<file path="src/rtl/full_adder_if.sv">
// full_adder_if: operand, enable and result bundle for full_adder
// master drives X/Y/Cin/en and reads results; slave is the adder side
// Sum/Cout are combinational, Sum_q/Cout_q/valid_q are the registered copies
interface full_adder_if #(parameter int WIDTH = 1);
  logic [WIDTH-1:0] X, Y, Sum, Sum_q;
  logic Cin, en, Cout, Cout_q, valid_q;
  modport master(output X, Y, Cin, en, input Sum, Cout, Sum_q, Cout_q, valid_q);
  modport slave(input X, Y, Cin, en, output Sum, Cout, Sum_q, Cout_q, valid_q);
endinterface

</file>
<file path="src/rtl/full_adder.sv">
// full_adder: ripple-carry adder of 1-bit full-adder cells with optional registered result
// clk/rst: rising-edge clock and async active-high reset, both touch the registered copies only
// io: X, Y, Cin, en in; Sum, Cout combinational out; Sum_q, Cout_q, valid_q registered out
module full_adder #(parameter int WIDTH = 1) (
  input logic clk,
  input logic rst,
  full_adder_if.slave io
);
  logic [WIDTH:0] c;
  logic [WIDTH-1:0] s, sum_q, sum_d;
  logic cout_q, cout_d, valid_q;
  assign c[0] = io.Cin;
  for (genvar i = 0; i < WIDTH; i++) begin : g_cell
    assign s[i] = io.X[i] ^ io.Y[i] ^ c[i];
    assign c[i+1] = (io.X[i] & io.Y[i]) | (io.X[i] & c[i]) | (io.Y[i] & c[i]);
  end
  assign io.Sum = s;
  assign io.Cout = c[WIDTH];
  always_comb begin
    sum_d = io.en ? s : sum_q;
    cout_d = io.en ? c[WIDTH] : cout_q;
  end
  always_ff @(posedge clk or posedge rst)
    if (rst) begin
      sum_q <= '0;
      cout_q <= 1'b0;
      valid_q <= 1'b0;
    end else begin
      sum_q <= sum_d;
      cout_q <= cout_d;
      valid_q <= io.en;
    end
  assign io.Sum_q = sum_q;
  assign io.Cout_q = cout_q;
  assign io.valid_q = valid_q;
endmodule

</file>
<file path="src/flat_wrapper.sv">
// flat-port wrapper written by rule: the top's interface ports become plain ports
module full_adder_flat 
#(parameter int WIDTH = 1)
  (clk, rst, io_X, io_Y, io_Cin, io_en, io_Sum, io_Cout, io_Sum_q, io_Cout_q, io_valid_q);
  full_adder_if #(.WIDTH(WIDTH)) io_i ();
  input logic clk;
  input logic rst;
  input wire logic [$bits(io_i.X)-1:0] io_X;
  input wire logic [$bits(io_i.Y)-1:0] io_Y;
  input wire logic [$bits(io_i.Cin)-1:0] io_Cin;
  input wire logic [$bits(io_i.en)-1:0] io_en;
  output wire logic [$bits(io_i.Sum)-1:0] io_Sum;
  output wire logic [$bits(io_i.Cout)-1:0] io_Cout;
  output wire logic [$bits(io_i.Sum_q)-1:0] io_Sum_q;
  output wire logic [$bits(io_i.Cout_q)-1:0] io_Cout_q;
  output wire logic [$bits(io_i.valid_q)-1:0] io_valid_q;
  assign io_i.X = io_X;
  assign io_i.Y = io_Y;
  assign io_i.Cin = io_Cin;
  assign io_i.en = io_en;
  assign io_Sum = io_i.Sum;
  assign io_Cout = io_i.Cout;
  assign io_Sum_q = io_i.Sum_q;
  assign io_Cout_q = io_i.Cout_q;
  assign io_valid_q = io_i.valid_q;
  full_adder #(.WIDTH(WIDTH)) u_core (.clk(clk), .rst(rst), .io(io_i));
endmodule
</file>
<file path="config.mk">
export PLATFORM = sky130hd
export DESIGN_NAME = full_adder_flat
export DESIGN_NICKNAME = d
export VERILOG_FILES = /design/src/rtl/full_adder_if.sv /design/src/rtl/full_adder.sv /design/src/flat_wrapper.sv
export SDC_FILE = /design/constraint.sdc
export NUM_CORES = 1
export LEC_CHECK = 0
export CORE_AREA = 4 4 41 43
export CTS_BUF_LIST = sky130_fd_sc_hd__clkbuf_8
export DETAILED_ROUTE_END_ITERATION = 10
export DIE_AREA = 0 0 45 47
export MAX_ROUTING_LAYER = met4
export PLACE_DENSITY_LB_ADDON = 0.25
export SLEW_MARGIN = 20
export SYNTH_ARGS = -nofsm -noshare
export SYNTH_HDL_FRONTEND = slang
export SYNTH_SLANG_ARGS = --single-unit
</file>
<file path="constraint.sdc">
create_clock -name clk -period 1.1 [get_ports clk]
set_input_delay 0.22 -clock clk [delete_from_list [all_inputs] [get_ports clk]]
set_output_delay 0.22 -clock clk [all_outputs]
set_load 0.01 [all_outputs]
</file>
==> run_1/route_heat.png <==
9 x 9 tiles, from dark blue (low) to red (high), scaled to the fullest tile. Values are wire area over tile area, all layers added.
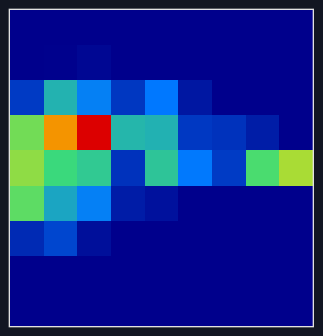
8.6% of the tiles are over half the peak. The fullest tile reaches 0.26. The densest ninth of the die: middle left.
vias: 115
GRT Util Overall: 4.74%

==> run_1/clock_wires.png <==
The bar under the picture is 10 um long.
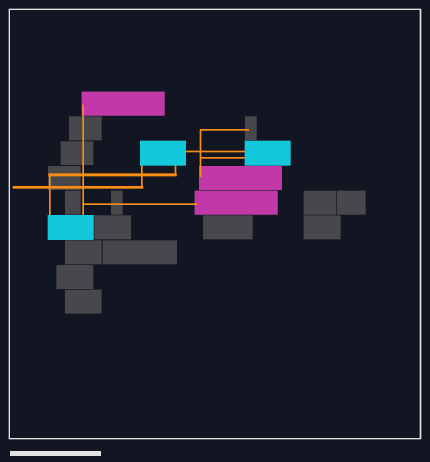
Orange is clock wires, length 92.4 um. Magenta is flip-flops, count 3. Cyan is clock-net drivers, count 3.
There are 4 routed clock nets.

==> run_1/class_map.png <==
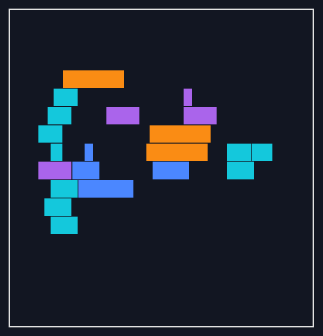
Blue is remaining logic cells, cells 4, share of their area 19%. Cyan is remaining buffers and delay cells, cells 10, share of their area 36%. Orange is registers, cells 3, share of their area 28%. Purple is clock drivers and dummy loads, cells 4, share of their area 17%.

==> reports/qor.csv, run 1 <==
stage,metric,value,unit
route,postRouteAntennaNets,0,
route,drc_errors,0,
pwr,switching_share,21.7,%
pwr,p_sw,0.119,mW
final_timing,maxSlewHeadroom,89.9,%
clocking,cts_sinks,3,
layout,drive_above_1_share,52.4,%
clocking,cts-root-buf,clkbuf_8,
worst_setup_path,crit_path_start_kind,primary input,
clocking,cts_tree,built,
layout,fill_cells,148,
logic_synthesis,netlist_area,121,um^2
run_status,status,"finished, violations left",
logic_synthesis,syn_avg_cell_area,17.3,um^2
pwr,p_seq_share,24.1,%
final_timing,fin_ws,-114,ps
worst_setup_path,required,880,ps
pwr,clkPwrFrac,57.2,%
die,die_w,45,um
global_route,grt_pass1_vias,143,
worst_setup_path,reg2reg_from,u_core.io.Cout_q,
die,die_y,47,um
global_route,antenna_found_initial,0,
logic_synthesis,ys_seq_elements,3,
layout,diodes,0,
die,io_pins,11,
final_timing,hold_viol,0,
worst_setup_path,cp.arrival,990,ps
route,wl,367,um
die,fp_util,9.33,%
clocking,postCtsSetupBuffers,0,
final_timing,max_freq,0.823,GHz
global_route,grt_max_degree,4,
place,port_buffers,10,
route,wl_per_cell,10.2,um
logic_synthesis,postSynthCellCount,7,
clocking,cts_buffers,3,
route,routed.top_layer,met3,
route,wl_met3,76,um
final_timing,rsz0062_at_grt,true,
logic_synthesis,ys_cells,7,
die,die_area,2120,um^2
route,via_per_inst,3.19,
worst_setup_path,crit_type,primary input to output port,
pwr,internal-power,0.428,mW
logic_synthesis,top_area_cell,dfrtp_1,
logic_synthesis,ys_chip_area,121,um^2
worst_setup_path,r2r-end,u_core.io.Cout_q,
place,finalWeightedCongestion,0.652,
route,routed-wl-met2,139,um
pwr,p_per_area,1880,nW/um^2
clocking,cts.clk_slew.worst_paths,30,ps
job,openroad.warnings,29,
final_timing,worstMarginPinSlew,151,ps
final_timing,fin_crit,1210,ps
layout,area_growth_syn_to_layout,139,%
logic_synthesis,ys_types,4,
global_route,grt_pass1_wl,552,um
logic_synthesis,area_leaders,"dfrtp_1 (62%), mux2_2 (19%), fa_1 (16%)",
clocking,worstSkewPairLatency,210,ps
route,drt_iter0_markers,1,
layout,finalCoreUtilization,22.3,%
hold_path,hp-class,primary input to async pin,
final_timing,setup_violations,1,
global_route,overflow,0,
pwr,p_leak,0.136,nW
final_timing,setup_tns,-114,ps
logic_synthesis,seq_area_frac_synth,61.9,%
clocking,htree_levels,1,
logic_synthesis,synth_nets,14,
run_status,violations,setup timing,
route,drt-pass1-iter-count,2,
final_timing,slew_viol_final,0,
clocking,clockBufferDepth,2,
pwr,vdd_ir_drop_max,0.667,mV
die,num_rows,13,
layout,fin_nets,29,
worst_setup_path,reg2reg_slack,350,ps
final_timing,finalClockPeriodUsage,110,%
route,wl_met1,151,um
worst_setup_path,crit_fanout,2,
final_timing,fin_skew,0,ps
worst_setup_path,end_kind,output port,
job,drv_cap,0,
die,core-area,1300,um^2
worst_setup_path,r2r_cells,1,
pwr,combPwrFrac,18.7,%
logic_synthesis,yosys_warnings,0,
logic_synthesis,top_cell_area_share,61.9,%
==> run 1: area by class of cell <==
type                       count  area (um^2)  area share (%)
clock inverter                 1         3.75            1.29
sequential                     3         75.1            25.9
multi-input combinational      3         48.8            16.8
timing repair buffer          10         98.8            34.1
clock buffer                   3         41.3            14.2
tap                           15         18.8            6.47
inverter                       1         3.75            1.29
==> run 1: registers in the layout, summed over array words and instances, names as in the netlist <==
register           count
u_core.io.Cout_q       1
u_core.io.Sum_q        1
u_core.io.valid_q      1
==> run 1: logic make-up (layout without fill, tap and decap cells) <==
kind of cell,count (synthesis),count (layout),synth area share (%)
muxes,2,2,18.6
DFF,3,3,61.9
buffers and inverters,1,15,3.09
adders and majority gates,1,1,16.5
==> run 1: how the worst max path moves through the flow <==
stage                     startpoint              end  slack (ps)  cells after the start
after global routing            io_X           io_Sum        -130                      3
after global placement          io_X           io_Sum        -890                      3
after detailed placement        io_X           io_Sum        -900                      3
after floorplan                 io_X  u_core.io.Sum_q         -50                      2
final                           io_X           io_Sum        -110                      3
after CTS                     io_Cin           io_Sum        -120                      3
==> run 1: cell usage after synthesis, drive strengths merged <==
library cell,number
dfrtp,3
fa,1
inv,1
mux2,2
==> run 1: routing by layer <==
layer	global-route usage [%]	vias to the layer above
li1	-	51
met1	3.89	51
met2	5.65	13
met3	5.75	0
met4	3.51	0
met5	-	-
==> run 1: critical path: stages <==
cell	delay, ps
buf_6	90
fa_2	580
buf_6	100
==> run 1: power groups by stage <==
stage                     registers, mW  clock network, mW  logic (mW)
after detailed placement          0.133                  0       0.107
after floorplan                   0.139                  0      0.0319
final                             0.132              0.313       0.102
after CTS                         0.132              0.327       0.102
after global placement            0.133                  0       0.106
after global routing              0.134              0.332       0.110
==> run 1: repair_timing <==
action	4_1_cts	5_1_grt
resized	28	2
setup endpoints to repair	7	2
pin swaps	1	1
hold endpoints to repair	0	0
hold buffers	0	0
==> run 1: per-stage QoR <==
stage | worst slack, ps | total power [mW] | instance area [um^2] | hold slack, ps | cells
2_1_floorplan | -45.8 | 0.171 | 125 | -26.4 | 7
3_3_place_gp | -892 | 0.239 | 244 | 396 | 32
3_5_place_dp | -900 | 0.241 | 244 | 408 | 32
4_1_cts | -122 | 0.561 | 283 | 181 | 36
5_1_grt | -135 | 0.575 | 290 | 209 | 36
6_report | -114 | 0.547 | 290 | 183 | 36
==> run 1: layout by cell type (no fill, tap or decap) <==
master,netlist,routed
buf_2,0,1
clkbuf_8,0,3
dlygate4sd2_1,0,1
dfrtp_1,3,3
clkdlybuf4s15_1,0,2
mux2_2,2,1
buf_6,0,4
clkdlybuf4s50_1,0,2
inv_1,1,2
fa_2,0,1
mux2_4,0,1
## Run 2: what changed since run 1
--- a/config.mk
+++ b/config.mk
@@ -7,6 +7,7 @@
 export LEC_CHECK = 0
 export CORE_AREA = 4 4 41 43
 export CTS_BUF_LIST = sky130_fd_sc_hd__clkbuf_8
+export CTS_CLUSTER_DIAMETER = 60
 export DETAILED_ROUTE_END_ITERATION = 10
 export DIE_AREA = 0 0 45 47
 export MAX_ROUTING_LAYER = met4
==> run_2/clock_wires.png <==
The bar under the picture is 10 um long.
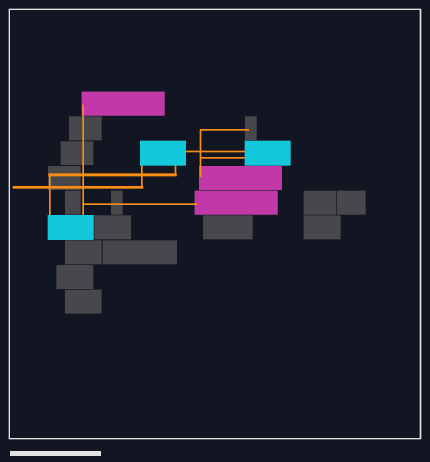
clock share of power: 57.2%
Insertion Delay late pin: 210 ps

==> reports/qor.csv, run 2 <==
stage,metric,value,unit
pwr,p_per_area,1880,nW/um^2
final_timing,max_freq,0.823,GHz
die,fp_util,9.33,%
run_status,status,"finished, violations left",
final_timing,worstMarginPinSlew,151,ps
pwr,internal-power,0.428,mW
logic_synthesis,netlist_area,121,um^2
worst_setup_path,r2r_cells,1,
layout,diodes,0,
route,drt_iter0_markers,1,
final_timing,rsz0062_at_grt,true,
worst_setup_path,r2r-end,u_core.io.Cout_q,
logic_synthesis,top_cell_area_share,61.9,%
logic_synthesis,yosys_warnings,0,
final_timing,setup_violations,1,
run_status,violations,setup timing,
layout,finalCoreUtilization,22.3,%
global_route,antenna_found_initial,0,
pwr,vdd_ir_drop_max,0.667,mV
die,die_y,47,um
logic_synthesis,area_leaders,"dfrtp_1 (62%), mux2_2 (19%), fa_1 (16%)",
logic_synthesis,seq_area_frac_synth,61.9,%
worst_setup_path,cp.buffers_inverters,2,
worst_setup_path,crit_path_start_kind,primary input,
global_route,grt_util_met2,5.65,%
global_route,grt_pass1_vias,143,
final_timing,fin_ws,-114,ps
die,io_pins,11,
layout,drive_above_1_share,52.4,%
worst_setup_path,crit_type,primary input to output port,
final_timing,fin_crit,1210,ps
clocking,cts.clk_slew.worst_paths,30,ps
logic_synthesis,top_area_cell,dfrtp_1,
job,openroad.warnings,29,
place,placed_cell_area,244,um^2
pwr,p_sw,0.119,mW
logic_synthesis,syn_avg_cell_area,17.3,um^2
global_route,overflow,0,
worst_setup_path,required,880,ps
pwr,switching_share,21.7,%
logic_synthesis,common_cells,"dfrtp_1 (3), mux2_2 (2), fa_1 (1), inv_1 (1)",
final_timing,fin_skew,0,ps
logic_synthesis,ys_chip_area,121,um^2
logic_synthesis,ys_seq_elements,3,
die,num_rows,13,
global_route,gr-usage-all-layers,4.74,%
route,wl_per_cell,10.2,um
clocking,cts_tree,built,
worst_setup_path,reg2reg_from,u_core.io.Cout_q,
clocking,cts_buffers,3,
hold_path,hp-class,primary input to async pin,
die,die_area,2120,um^2
clocking,htree_levels,1,
place,port_buffers,10,
route,drt-pass1-iter-count,2,
logic_synthesis,ys_types,4,
global_route,grt_pass1_wl,552,um
job,drv_cap,0,
logic_synthesis,postSynthCellCount,7,
worst_setup_path,end_kind,output port,
worst_setup_path,cp_top_family,adder cells,
pwr,p_seq_share,24.1,%
logic_synthesis,ys_cells,7,
worst_setup_path,crit_chain,"buf_6, fa_2, buf_6",
route,wl,367,um
pwr,p_leak,0.136,nW
clocking,cts-root-buf,clkbuf_8,
final_timing,maxSlewHeadroom,89.9,%
layout,fin_area,290,um^2
worst_setup_path,crit_fanout,2,
pwr,combPwrFrac,18.7,%
layout,area_growth_syn_to_layout,139,%
logic_synthesis,synth_nets,14,
final_timing,slew_viol_final,0,
route,vias,115,
worst_setup_path,crit_start,io_X,
layout,lay_top_count,buf_6,
clocking,clockBufferDepth,2,
route,postRouteAntennaNets,0,
clocking,cts_sinks,3,
worst_setup_path,critPathMostFrequentCell,buf_6,
layout,fin_nets,29,
final_timing,hold_viol,0,
global_route,grt.met3_usage,5.75,%
layout,fill_cells,148,
worst_setup_path,cp.arrival,990,ps
route,via_per_inst,3.19,
route,drc_errors,0,
global_route,grt_use_met1,3.89,%
worst_setup_path,reg2reg_slack,350,ps
die,core-area,1300,um^2
==> run_2/class_map.png <==
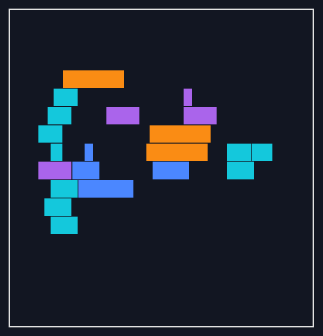
Blue is remaining logic cells, cells 4, share of their area 19%. Purple is clock drivers and dummy loads, cells 4, share of their area 17%. Cyan is remaining buffers and delay cells, cells 10, share of their area 36%. Orange is registers, cells 3, share of their area 28%.

==> run 2: what timing repair did <==
| item | CTS | global route |
|---|---|---|
| gates resized | 28 | 2 |
| pin swaps | 1 | 1 |
| endpoints found under the setup margin | 7 | 2 |
==> run 2: final cells by class <==
type / count / area (um^2) / area share (%)
repair buffers: 10 / 98.8 / 34.1
flip-flops and latches: 3 / 75.1 / 25.9
multi-input cells: 3 / 48.8 / 16.8
clock buffers: 3 / 41.3 / 14.2
well taps: 15 / 18.8 / 6.47
clock inverters: 1 / 3.75 / 1.29
inverters: 1 / 3.75 / 1.29
==> run 2: logic make-up after synthesis <==
kind of cell,synth area share [%]
fa+ha+maj,16.5
buf+inv,3.09
flops,61.9
mux,18.6
==> run 2: power by group through the flow <==
stage / logic [mW] / clock network [mW] / registers, mW
after global placement: 0.106 / 0 / 0.133
after detailed placement: 0.107 / 0 / 0.133
final: 0.102 / 0.313 / 0.132
after global routing: 0.110 / 0.332 / 0.134
after CTS: 0.102 / 0.327 / 0.132
after floorplan: 0.0319 / 0 / 0.139
==> run 2: worst max-delay path by stage <==
stage	end	slack (ps)	depth (start not counted)
finish	io_Sum	-110	3
global route	io_Sum	-130	3
CTS	io_Sum	-120	3
detailed placement	io_Sum	-900	3
global placement	io_Sum	-890	3
floorplan	u_core.io.Sum_q	-50	2
==> run 2: metrics by stage <==
step,cells,setup slack [ps]
after floorplan,7,-45.8
after global placement,32,-892
after detailed placement,32,-900
after CTS,36,-122
after global routing,36,-135
final,36,-114
==> run 2: layer usage <==
layer / part of all wire, % / wire, um / vias up
met5: 0 / 0 / -
met4: 0 / 0 / 0
met3: 21 / 76 / 0
met2: 38 / 139 / 13
met1: 41 / 151 / 51
li1: - / - / 51
No activity file was given, so power comes from the tool's default toggle rates.
